==> config.mk <==
export PLATFORM = sky130hd
export DESIGN_NAME = sync_fifo_gen2
export DESIGN_NICKNAME = d
export VERILOG_FILES = /design/src/rtl/fifo_pkg.sv /design/src/rtl/fifo_sdp_ram.sv /design/src/rtl/sync_fifo_gen2.sv
export SDC_FILE = /design/constraint.sdc
export NUM_CORES = 1
export LEC_CHECK = 0
export ABC_CLOCK_PERIOD_IN_PS = 4590
export CORE_AREA = 2 2 96 135
export DETAILED_ROUTE_END_ITERATION = 7
export DIE_AREA = 0 0 98 137
export GPL_TIMING_DRIVEN = 0
export HOLD_SLACK_MARGIN = 0.03
export SLEW_MARGIN = 20
export SYNTH_ARGS = -nofsm -noshare
export SYNTH_HDL_FRONTEND = slang
export SYNTH_SLANG_ARGS = --single-unit
==> constraint.sdc <==
create_clock -name clk -period 4.59 [get_ports clk]
set_input_delay 0.459 -clock clk [delete_from_list [all_inputs] [get_ports clk]]
set_output_delay 0.459 -clock clk [all_outputs]
set_load 0.01 [all_outputs]
Fig. 1: wiring heat map
(3 px per um) The die is cut into 20 by 27 equal tiles; dark blue is low, red is high, scaled to the fullest tile. Values are wire area over tile area, all layers added.
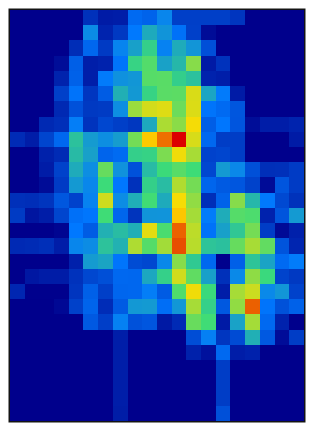
fullest tile: 0.45
emptiest ninth of the die: lower left
tiles over half the peak: 12%
drt wl/cell: 16.9 um
via count: 1943
final wirelength: 6.99 mm
Tot GR Track Use: 11.2%

Fig. 2: sequential cells grouped by signal name
(4 px per um) Other sequential cells in the stronger grey, the rest of the logic in the fainter grey.
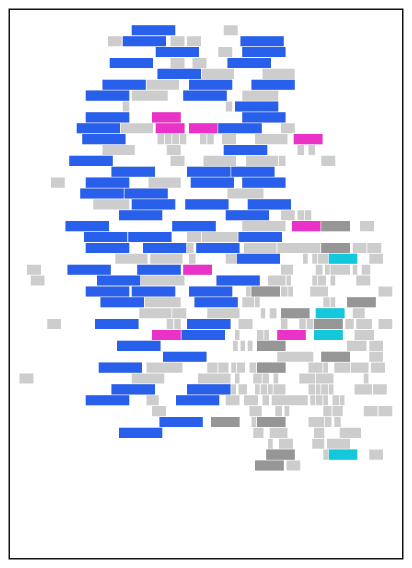
legend:
  cyan:
    name_in_the_netlist: count_o
    sequential_cells: 4
    where: middle right
  blue:
    name_in_the_netlist: u_ram.mem_r
    sequential_cells: 64
  magenta:
    name_in_the_netlist: data_o
    sequential_cells: 8
not coloured: 13
post-layout util: 35.7%
sequential cell area share: 55.6%
FF/Latch Area: 2420 um^2
P_seq: 0.000959 W

==> results_slide.txt <==
Synthesis and Place & Route Summary

Run status
  – Status: finished clean

Power and ir drop
  – Clock share of power: about 38%
  – Seq pwr share: 44.2%
  – Pwr per Cell Area: around 500 nW/um^2
  – P_sw: 0.000517 W
  – Comb pwr: about 0.00039 W
  – Pleak: 1.45 nW
  – Internal: 0.00165 W
  – Maximum ir drop on the vdd rail: 0.172 mV
  – Total power draw: 0.00217 W
  – P_clk: 0.000824 W
  – Gate power share: 17.7%
  – Pwr top: sequential cells

Synth
  – Ao+oa area frac: 4.90%
  – Mapped Cells: 216
  – Avg Cell Area, Syn: 16.2 um^2
  – Register area share after synthesis: 69.2%
  – Most numerous cell in the Yosys netlist: edfxtp_1
  – Ys flop type: edfxtp_1
  – Synthesized cell area: 3500 um^2
  – Post-synth area hogs: edfxtp_1, dfxtp_1, mux4_2, mux2i_1, a21oi_1
  – Top cells by count, synth: edfxtp_1, dfxtp_1, mux4_2, nor2_1, a21oi_1
  – Synthesized registers: 89
  – Post-synthesis net count: 232
  – Post-synth EDFFs: ~64
  – Adder share: under 10%
  – Synth logic family: multiplexers
  – Mux cell area share: a little over an eighth
  – Asr flop ratio synth: 0%
  – Yosys top cell by area: edfxtp_1
  – YS chip area: 3500 um^2
  – AND/OR/NAND/NOR Cells, Area Fraction: 7.47%
  – Unique cell types: 39
  – Yosys warnings: 0
  – Area leader share: a little over half

STA
  – Achievable Freq: 394 MHz
  – Endpoints failing setup: 0
  – Hold Worst Slack: about 510 ps
  – Final setup TNS: 0 ps
  – Max-slew violations: 0
  – Final worst-path setup slack: 2050 ps
  – Worst Max-Slew Pin Slew: 1000 ps
  – Slew margin rel.: around a third
  – Crit path time final: 2540 ps
  – Crit share post-route: 55.3%

Cells and area
  – Inverters: 5
  – Layout cell share with drive strength beyond 1: 20.5%
  – Logic area: 1010 um^2
  – N_diodes: 0
  – Non-Filler Instances: 414
  – Layout area overhead: 24.5%
  – Fillers: 1159
  – Number of flip-flops in the largest register: 64
  – Final nets: 275
  – Fraction of cell area in non-clock buffers: 8.51%
  – Flops: 89
  – Bufs w/o clock: 42
  – Multi-input gates: 112
  – Clock-cell share: 7.87%
  – Final instance area: 4350 um^2
  – Top Layout Cells: edfxtp_1, clkdlybuf4s50_1, dfxtp_1, nor2_1, mux4_2
  – Combinational share of cell area: 23.2%
  – Leading cell kind: flip-flops and latches

Clock tree
  – Post_cts resized: 0
  – CTS buffer count: 9
  – Hold-fix buffers, CTS: 0
  – CTS tree: done
  – Root buffer cell: clkbuf_16
  – Clk ins delay skew pair: approximately 340 ps
  – TritonCTS Sinks: 89
  – Setup Fix Bufs, Post-CTS: 0
  – Reg clk slew, reported paths: 60 ps
  – H-tree depth: 3
  – Max clock buf depth: 2

Floorplan
  – Floorplan Utilization: 28.7%
  – Placeable core area: between 10000 and 15000 um^2
  – Top Ports: 31
  – Die area: 13400 um^2
  – Die width: 98 um
  – N_taps: 150

Global route
  – Vias in the first global route: 2003
  – GR Overflow Total: 0
  – Met1 GRT Util: between 10 and 15%
  – Largest net degree at the start of global routing: 16
  – Peak-usage layer in the global routing report: met2

Worst setup path
  – CP max stage delay: 730 ps
  – Type of the worst setup path: in -> reg
  – Crit-path slowest cell: nor2_1
  – Crit path DAT: 2490 ps
  – Most frequent CP cell: nand2_1
  – CP Cell Sequence: clkdlybuf4s50_1 > nand2b_4 > nand2_1 > nand2_1 > or2_2 > nor2_1
  – Number of cells on the critical path: 6
  – CP Capture Type: flip-flop
  – Worst-path maximum fanout: 8
  – Crit path required time: 4550 ps
  – R2R setup slack: ~2300 ps
  – Reg2Reg Depth: 5

Hold path
  – Hold WC Path Type: reg -> reg
  – Hold Crit Depth: 2

Routing
  – Wire length on met3: 316 um
  – Final ANT Viol Nets: 0
  – Highest metal used: met4
  – Metal-1 WL: 2.93 mm
  – DRC viols: 0
  – First-pass DRT Iterations: 4
  – Vias/cell: 4.69

Run
  – Max_cap viols: 0
  – Tool Warnings: 27

Placement
  – Routability-driven placement congestion ratio: 0.719
  – Setup WS pre-CTS: 1680 ps
  – Port Buffers: 30
  – HPWL Detailed: around 4.5 mm
  – Placement Cell Area: 4010 um^2
  – Placed instance count: just under 400
Power is estimated from default activity; no workload was simulated.
